[src/rtl/ram8_arbiter_if.sv]
// ram8_arbiter_if: requester A/B handshakes, RAM8 port and status of the ram8_arbiter.
interface ram8_arbiter_if;
  logic        a_req, a_we, a_ack, b_req, b_we, b_ack, ram_load, busy;
  logic [2:0]  a_addr, b_addr, ram_address;
  logic [15:0] a_wdata, a_rdata, b_wdata, b_rdata, ram_in, ram_out;
  logic [15:0] grant_count_a, grant_count_b;
  modport master (
    output a_req, a_we, a_addr, a_wdata, b_req, b_we, b_addr, b_wdata, ram_out,
    input  a_ack, a_rdata, b_ack, b_rdata, ram_address, ram_in, ram_load, busy,
           grant_count_a, grant_count_b
  );
  modport slave (
    input  a_req, a_we, a_addr, a_wdata, b_req, b_we, b_addr, b_wdata, ram_out,
    output a_ack, a_rdata, b_ack, b_rdata, ram_address, ram_in, ram_load, busy,
           grant_count_a, grant_count_b
  );
endinterface

[src/rtl/ram8_arbiter.sv]
// ram8_arbiter: two-requester arbiter/sequencer in front of one RAM8 (IDLE/SERVE/DONE).
// Grant counters exist only when RAM8_ARB_STATS_EN is defined; otherwise they read 0.
module ram8_arbiter #(
  parameter bit FIXED_PRIO = 1'b0
) (
  input logic           clk,
  input logic           reset,
  ram8_arbiter_if.slave bus
);
  typedef enum logic [1:0] {IDLE, SERVE, DONE} state_t;
  state_t      state;
  logic        win;
  logic        pick;
  logic        sel_we;
  logic [2:0]  addr_q;
  logic [15:0] in_q;
  // win doubles as last_winner: it holds the most recent grant (1 = B)
  always_comb begin
    pick   = (bus.a_req && bus.b_req) ? (FIXED_PRIO ? 1'b0 : ~win) : ~bus.a_req;
    sel_we = win ? bus.b_we : bus.a_we;
  end
  assign bus.ram_address = (state == SERVE) ? (win ? bus.b_addr : bus.a_addr) : addr_q;
  assign bus.ram_in      = (state == SERVE) ? (win ? bus.b_wdata : bus.a_wdata) : in_q;
  assign bus.ram_load    = (state == SERVE) && !reset && sel_we;
  always_ff @(posedge clk) begin
    if (reset) begin
      state       <= IDLE;
      win         <= 1'b1;
      bus.a_ack   <= 1'b0;
      bus.b_ack   <= 1'b0;
      bus.a_rdata <= '0;
      bus.b_rdata <= '0;
      bus.busy    <= 1'b0;
      addr_q      <= '0;
      in_q        <= '0;
    end else begin
      case (state)
        IDLE: begin
          bus.a_ack <= 1'b0;
          bus.b_ack <= 1'b0;
          if (bus.a_req || bus.b_req) begin
            win      <= pick;
            state    <= SERVE;
            bus.busy <= 1'b1;
          end
        end
        SERVE: begin
          addr_q    <= bus.ram_address;
          in_q      <= bus.ram_in;
          if (!sel_we && !win) bus.a_rdata <= bus.ram_out;
          if (!sel_we && win) bus.b_rdata <= bus.ram_out;
          bus.a_ack <= ~win;
          bus.b_ack <= win;
          state     <= DONE;
        end
        DONE: begin
          bus.a_ack <= 1'b0;
          bus.b_ack <= 1'b0;
          bus.busy  <= 1'b0;
          state     <= IDLE;
        end
        default: state <= IDLE;
      endcase
    end
  end
`ifdef RAM8_ARB_STATS_EN
  logic grant;
  assign grant = (state == IDLE) && (bus.a_req || bus.b_req);
  always_ff @(posedge clk) begin
    if (reset) begin
      bus.grant_count_a <= '0;
      bus.grant_count_b <= '0;
    end else begin
      if (grant && !pick && bus.grant_count_a != 16'hFFFF) bus.grant_count_a <= bus.grant_count_a + 16'd1;
      if (grant && pick && bus.grant_count_b != 16'hFFFF) bus.grant_count_b <= bus.grant_count_b + 16'd1;
    end
  end
`else
  assign bus.grant_count_a = 16'h0000;
  assign bus.grant_count_b = 16'h0000;
`endif
endmodule

[src/flat_wrapper.sv]
// flat-port wrapper written by rule: the top's interface ports become plain ports
module ram8_arbiter_flat 
#(
  parameter bit FIXED_PRIO = 1'b0
)
  (clk, reset, bus_a_req, bus_a_we, bus_a_addr, bus_a_wdata, bus_b_req, bus_b_we, bus_b_addr, bus_b_wdata, bus_ram_out, bus_a_ack, bus_a_rdata, bus_b_ack, bus_b_rdata, bus_ram_address, bus_ram_in, bus_ram_load, bus_busy, bus_grant_count_a, bus_grant_count_b);
  ram8_arbiter_if bus_i ();
  input logic clk;
  input logic reset;
  input wire logic [$bits(bus_i.a_req)-1:0] bus_a_req;
  input wire logic [$bits(bus_i.a_we)-1:0] bus_a_we;
  input wire logic [$bits(bus_i.a_addr)-1:0] bus_a_addr;
  input wire logic [$bits(bus_i.a_wdata)-1:0] bus_a_wdata;
  input wire logic [$bits(bus_i.b_req)-1:0] bus_b_req;
  input wire logic [$bits(bus_i.b_we)-1:0] bus_b_we;
  input wire logic [$bits(bus_i.b_addr)-1:0] bus_b_addr;
  input wire logic [$bits(bus_i.b_wdata)-1:0] bus_b_wdata;
  input wire logic [$bits(bus_i.ram_out)-1:0] bus_ram_out;
  output wire logic [$bits(bus_i.a_ack)-1:0] bus_a_ack;
  output wire logic [$bits(bus_i.a_rdata)-1:0] bus_a_rdata;
  output wire logic [$bits(bus_i.b_ack)-1:0] bus_b_ack;
  output wire logic [$bits(bus_i.b_rdata)-1:0] bus_b_rdata;
  output wire logic [$bits(bus_i.ram_address)-1:0] bus_ram_address;
  output wire logic [$bits(bus_i.ram_in)-1:0] bus_ram_in;
  output wire logic [$bits(bus_i.ram_load)-1:0] bus_ram_load;
  output wire logic [$bits(bus_i.busy)-1:0] bus_busy;
  output wire logic [$bits(bus_i.grant_count_a)-1:0] bus_grant_count_a;
  output wire logic [$bits(bus_i.grant_count_b)-1:0] bus_grant_count_b;
  assign bus_i.a_req = bus_a_req;
  assign bus_i.a_we = bus_a_we;
  assign bus_i.a_addr = bus_a_addr;
  assign bus_i.a_wdata = bus_a_wdata;
  assign bus_i.b_req = bus_b_req;
  assign bus_i.b_we = bus_b_we;
  assign bus_i.b_addr = bus_b_addr;
  assign bus_i.b_wdata = bus_b_wdata;
  assign bus_i.ram_out = bus_ram_out;
  assign bus_a_ack = bus_i.a_ack;
  assign bus_a_rdata = bus_i.a_rdata;
  assign bus_b_ack = bus_i.b_ack;
  assign bus_b_rdata = bus_i.b_rdata;
  assign bus_ram_address = bus_i.ram_address;
  assign bus_ram_in = bus_i.ram_in;
  assign bus_ram_load = bus_i.ram_load;
  assign bus_busy = bus_i.busy;
  assign bus_grant_count_a = bus_i.grant_count_a;
  assign bus_grant_count_b = bus_i.grant_count_b;
  ram8_arbiter #(.FIXED_PRIO(FIXED_PRIO)) u_core (.clk(clk), .reset(reset), .bus(bus_i));
endmodule
[config.mk]
export PLATFORM = sky130hd
export DESIGN_NAME = ram8_arbiter_flat
export DESIGN_NICKNAME = d
export VERILOG_FILES = /design/src/rtl/ram8_arbiter_if.sv /design/src/rtl/ram8_arbiter.sv /design/src/flat_wrapper.sv
export SDC_FILE = /design/constraint.sdc
export NUM_CORES = 1
export LEC_CHECK = 0
export CAP_MARGIN = 20
export CORE_ASPECT_RATIO = 0.75
export CORE_MARGIN = 1.5
export CORE_UTILIZATION = 54
export CTS_CLUSTER_SIZE = 14
export DETAILED_ROUTE_END_ITERATION = 10
export DONT_BUFFER_PORTS = 1
export PLACE_DENSITY_LB_ADDON = 0.2
export SYNTH_ARGS = -nofsm -noshare
export SYNTH_HDL_FRONTEND = slang
export SYNTH_SLANG_ARGS = --single-unit
[constraint.sdc]
create_clock -name clk -period 1.6 [get_ports clk]
set_input_delay 0.32 -clock clk [delete_from_list [all_inputs] [get_ports clk]]
set_output_delay 0.32 -clock clk [all_outputs]
set_load 0.01 [all_outputs]
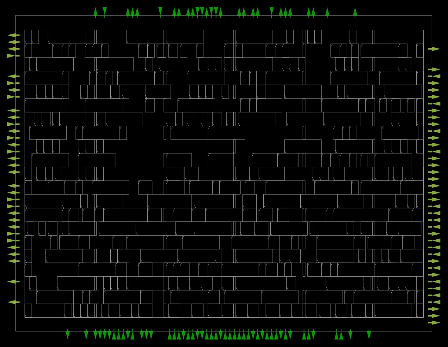
Fig. 1. Placement view (run 1).
Seq/total area: 36.94%
final core occ: 68.66%
Layout fillers: 363
Flop Count: 57
Core ar.: 0.004519 mm2

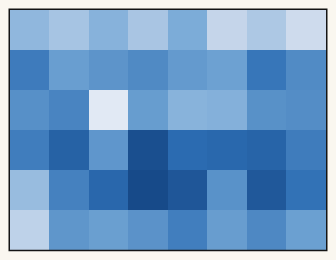
Fig. 2. Placement density heat map (run 1).
8 x 6 tiles, from white (low) to dark blue (high), 0 to 100% covered.
densest ninth of the die: bottom middle
tiles over 75% full: 19%
mean over tiles: 59%
Initial Util: 56.87%

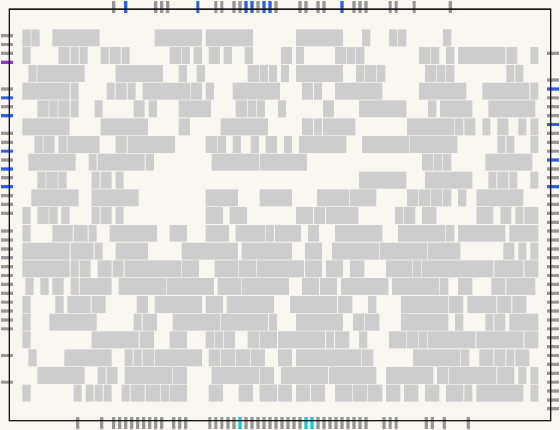
Fig. 3. I/O pins on the die edge (run 1).
Pins as bars across the die edge, other pins in gray.
[cyan] `bus_a_addr` | pins: 3 | direction: input | edge: bottom
[blue] `bus_ram_out` | pins: 16 | direction: input | edge: 7 top, 5 left, 4 right
[purple] `clk` | pins: 1 | direction: input | edge: left
I/O Buffers: 0
Die Ht: 62.75 um
DIE WIDTH: 82.66 um

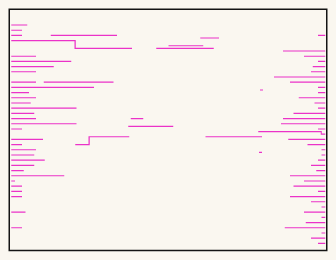
Fig. 4. Metal 3 (run 1).
longest straight run: 21.4 um
nets with wire on the layer: 75
vias: 2,065
DRT Wirelength: 5.998 mm
met3 Track Usage GR: 9.781%

==> ci_impl_report.md, run 1 <==
### Metrics collected by this job

| Metric | Value |
|---|---|
| Met2 wire length | 3.022 mm |
| Outcome | finished, violations left |
| Residual DRC | 0 |
| Area leader, netlist | dfxtp_1 |
| Final net count | 398 |
| Async S/R FF share, synth | 0% |
| DPL Wire Length | 3.765 mm |
| Bufs on Longest Clock Path | 2 |
| RSZ-0062 raised after global routing | yes |
| Power consumption | 3.465 mW |
| Hold Fails Final Rpt | 0 |
| Xor/xnor share | 0% |
| Failing checks | negative setup slack |
| Repair and plain buffers | 24 |
| Grt total ovfl | 0 |
| # setup viols final | 20 |
| Synthesized instance count | 327 |
| Synth top cell by count | nand2_1 |
| Clk_buf instances | 11 |
| Syn_area_per_cell | 7.859 um2 |
| Comb pwr share | 18.1% |
| Site Rows | 21 |
| DR top layer | met4 |
| Switching share of power | 27.74% |
| Min Clock Period, post-route | 1.797 ns |
| Root Driver | clkbuf_8 |
| Finished Layout Cells | 400 |
| NonClk Buf Share | 7.782% |
| Total GRT Usage | 22.55% |
| Main synth FF type | dfxtp_1 |
| First-pass GRT wire length | 8.873 mm |
| Ys cells | 327 |
| Clock skew | 0.004293 ns |
| Top pwr grp | registers |
| Post-synth seq share | 44.40% |
| Crit path from | u_core.state[0] |
| Final worst setup slack | -0.1968 ns |
| P_clk | 1.29 mW |
| Flop area | 0.001146 mm2 |
| Met3 WL post-DR | 545 um |
| ANT nets after route | 0 |
| #FFs+latches synth | 57 |
| WL/cell | 15.00 um |
| Logic area | 0.001444 mm2 |
| Critical R2R Capture | u_core.bus.a_rdata[14] |
| # hold bufs at CTS | 0 |
| Placed cells | 372 |
| Vias per std cell | 5.163 |
| Post-synth EDFFs | 0 |
| Number of logic gates | 245 |
| Aoi share | 13.10% |
| Max-cap violations | 0 |
| Seq group | 1.55 mW |
| WP buf/inv | 2 |
| Crit path cell chain | or2b_4 -> buf_6 -> a211oi_4 -> nor2_1 -> buf_4 |
| Vias in the first global route | 2,005 |
| Die area | 0.005187 mm2 |
| Yosys top cell area share | 44.40% |
| Peak Freq | 556.5 MHz |
| Synth Warn # | 0 |
| Critical path type | reg -> out |
| Most common library cells after synthesis | 65 x nand2_1, 57 x dfxtp_1, 43 x nor2_1, 34 x a21oi_1, 34 x buf_4 |
--- run 2 (diff from run 1) ---
--- a/config.mk
+++ b/config.mk
@@ -13,6 +13,7 @@
 export DETAILED_ROUTE_END_ITERATION = 10
 export DONT_BUFFER_PORTS = 1
 export PLACE_DENSITY_LB_ADDON = 0.2
+export SETUP_SLACK_MARGIN = 0.02
 export SYNTH_ARGS = -nofsm -noshare
 export SYNTH_HDL_FRONTEND = slang
 export SYNTH_SLANG_ARGS = --single-unit
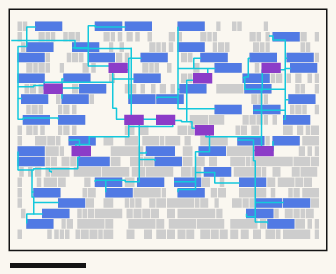
Fig. 5. Routed clock nets over the placement (run 2).
Bar = 20 um.
[purple] clock-net drivers | count: 9
[cyan] clock wires | length: 620 um
[blue] flip-flops | count: 57
routed clock nets: 10
Late-Pin Clk Latency: 0.32 ns
clock share of power: 37.2%
clock skew: 0.004293 ns

==> run 2 against run 1 <==
The run still ends with negative setup slack left. Final cell count is the same. First-iteration DRC count did not move. Total power is the same. Sequential power hardly changed. Global-route usage unchanged. Non-clock buffer count unchanged. Critical path type unchanged. Worst hold slack stayed put. Clock-buffer cell count did not move. Register-to-register slack is essentially flat. Largest power group unchanged. Sequential share of layout area unchanged.
==> ci_impl_report.md, run 2 <==
### Metrics collected by this job

| Metric | Value |
|---|---|
| Critical path type | reg -> out |
| Site Rows | 21 |
| Reg2reg setup slack | 0.12 ns |
| Top pwr grp | registers |
| Tool warnings | 28 |
| WL/cell | 15.00 um |
| Hold Fails Final Rpt | 0 |
| Final worst setup slack | -0.1968 ns |
| Vias in the first global route | 2,005 |
| Clock Network Area Fraction | 6.331% |
| DIE WIDTH | 82.66 um |
| Placed cells | 372 |
| Crit path cell chain | or2b_4 -> buf_6 -> a211oi_4 -> nor2_1 -> buf_4 |
| Synthesized instance count | 327 |
| Met3 Track Usage GR | 9.781% |
| Failing checks | negative setup slack |
| Top class by area | multi-input combinational cells |
| Repair and plain buffers | 24 |
| M1 wire length | 2.395 mm |
| Logic area | 0.001444 mm2 |
| Synth top cell by count | nand2_1 |
| Crit path largest cell delay | 0.33 ns |
| Met1 usage | 27.13% |
| Synth Warn # | 0 |
| WP buf/inv | 2 |
| Placement-stage worst setup slack | 0.03057 ns |
| Met2 wire length | 3.022 mm |
| Final net count | 398 |
| CP startpoint kind | flip-flop |
| Switching share of power | 27.74% |
| Combinational power | 0.626 mW |
| Seq/total area | 36.94% |
| Cell area after placement | 0.002516 mm2 |
| Drt first pass iters | 4 |
| Met3 WL post-DR | 545 um |
| Initial Util | 56.87% |
| P&R area growth vs syn | 20.74% |
| Initial drt markers | 90 |
| Aoi share | 13.10% |
| Worst hold path depth | 1 |
| Layout cells sized above 1 | 24.20% |
| Xor/xnor share | 0% |
| I/O Buffers | 0 |
| FF-to-FF Start | u_core.state[1] |
| Vias | 2,065 |
| Critical R2R Capture | u_core.bus.a_rdata[14] |
| P_clk | 1.29 mW |
| Vias per std cell | 5.163 |
| Diodes inserted | 0 |
| Layout fillers | 363 |
| Main synth FF type | dfxtp_1 |
| Final hold slack | 0.06937 ns |
| Bufs on Longest Clock Path | 2 |
| Mux share | 0.7790% |
| DPL Wire Length | 3.765 mm |
| First-pass GRT wire length | 8.873 mm |
| CTS sink count | 57 |
| Comb area leader | simple AND/OR/NAND/NOR gates |
| Power consumption | 3.465 mW |
| GRT met2 Usage | 36.08% |
| Comb pwr share | 18.1% |
| NonClk Buf Share | 7.782% |
| Die area | 0.005187 mm2 |
| Final GP Congestion | 0.8198 |
| Yosys simple share | 27.56% |
| Top delay family on crit path | simple AND/OR/NAND/NOR gates |
| Flop Count | 57 |
| Seq pwr share | 44.8% |
| Pleak | 1.114 nW |
| Crit path arrival time | 1.48 ns |
| Htree depth | 3 |
| Synth Cell Area | 0.002570 mm2 |
| Switch Pwr | 0.9613 mW |
| Hold Path Origin | reset |
| Most common library cells after synthesis | 65 x nand2_1, 57 x dfxtp_1, 43 x nor2_1, 34 x a21oi_1, 34 x buf_4 |
| Synth cell types | 25 |
| DR top layer | met4 |
| Post-CTS setup buffer count | 2 |
| Worst EP required | 1.28 ns |
| Yosys top cell area share | 44.40% |
| Number of logic gates | 245 |
| Yosys Chip Area | 0.002570 mm2 |
| #FFs+latches synth | 57 |
| Residual DRC | 0 |
| Ys cells | 327 |
| # hold bufs at CTS | 0 |
| Post-synth seq share | 44.40% |
| Post-synth EDFFs | 0 |
| CP endpoint | bus_ram_in[8] |
| CTS tree | yes |
| Pint | 2.504 mW |
| Post-CTS sizing | 36 |
| Finished Layout Cells | 400 |
| Area leader, netlist | dfxtp_1 |
| Flop area | 0.001146 mm2 |
| Worst Reg2Reg Path Length in Cells | 5 |
| Most used logic cell in the final layout | nand2_1 |
| Core ar. | 0.004519 mm2 |
| ANT nets after route | 0 |
| Crit path from | u_core.state[0] |
| Initial antenna violation count | 0 |
| Syn_area_per_cell | 7.859 um2 |
| Min Clock Period, post-route | 1.797 ns |
| Final core occ | 68.66% |
| RSZ-0062 raised after global routing | yes |
| WP depth | 5 |
| Outcome | finished, violations left |
| # setup viols final | 20 |
| Grt total ovfl | 0 |
| Post-route setup TNS | -2.411 ns |
| Max-cap violations | 0 |
| Die Ht | 62.75 um |
| Top Usage Layer GRT | met2 |
| Pin count of the biggest net entering global routing | 55 |
| Peak VDD IR | 752.2 uV |
| Total GRT Usage | 22.55% |
| Peak Freq | 556.5 MHz |
| Async S/R FF share, synth | 0% |
| Cell area leaders | dfxtp_1 44%, buf_4 9.9%, nand2_1 9.5% |
| Seq group | 1.55 mW |
| Biggest regs | u_core.bus.a_rdata (16), u_core.bus.b_rdata (16), u_core.in_q (16) |
| WHS Endpoint | u_core.bus.a_rdata[11] |
| Clk_buf instances | 11 |
| Root Driver | clkbuf_8 |
| DRT Wirelength | 5.998 mm |
| Crit. End Element | output pin |
| Top Layout Cells | 65 x nand2_1, 55 x dfxtp_1, 34 x a21oi_1, 32 x conb_1, 26 x nor2_1 |
Power and IR drop assume default switching activity.
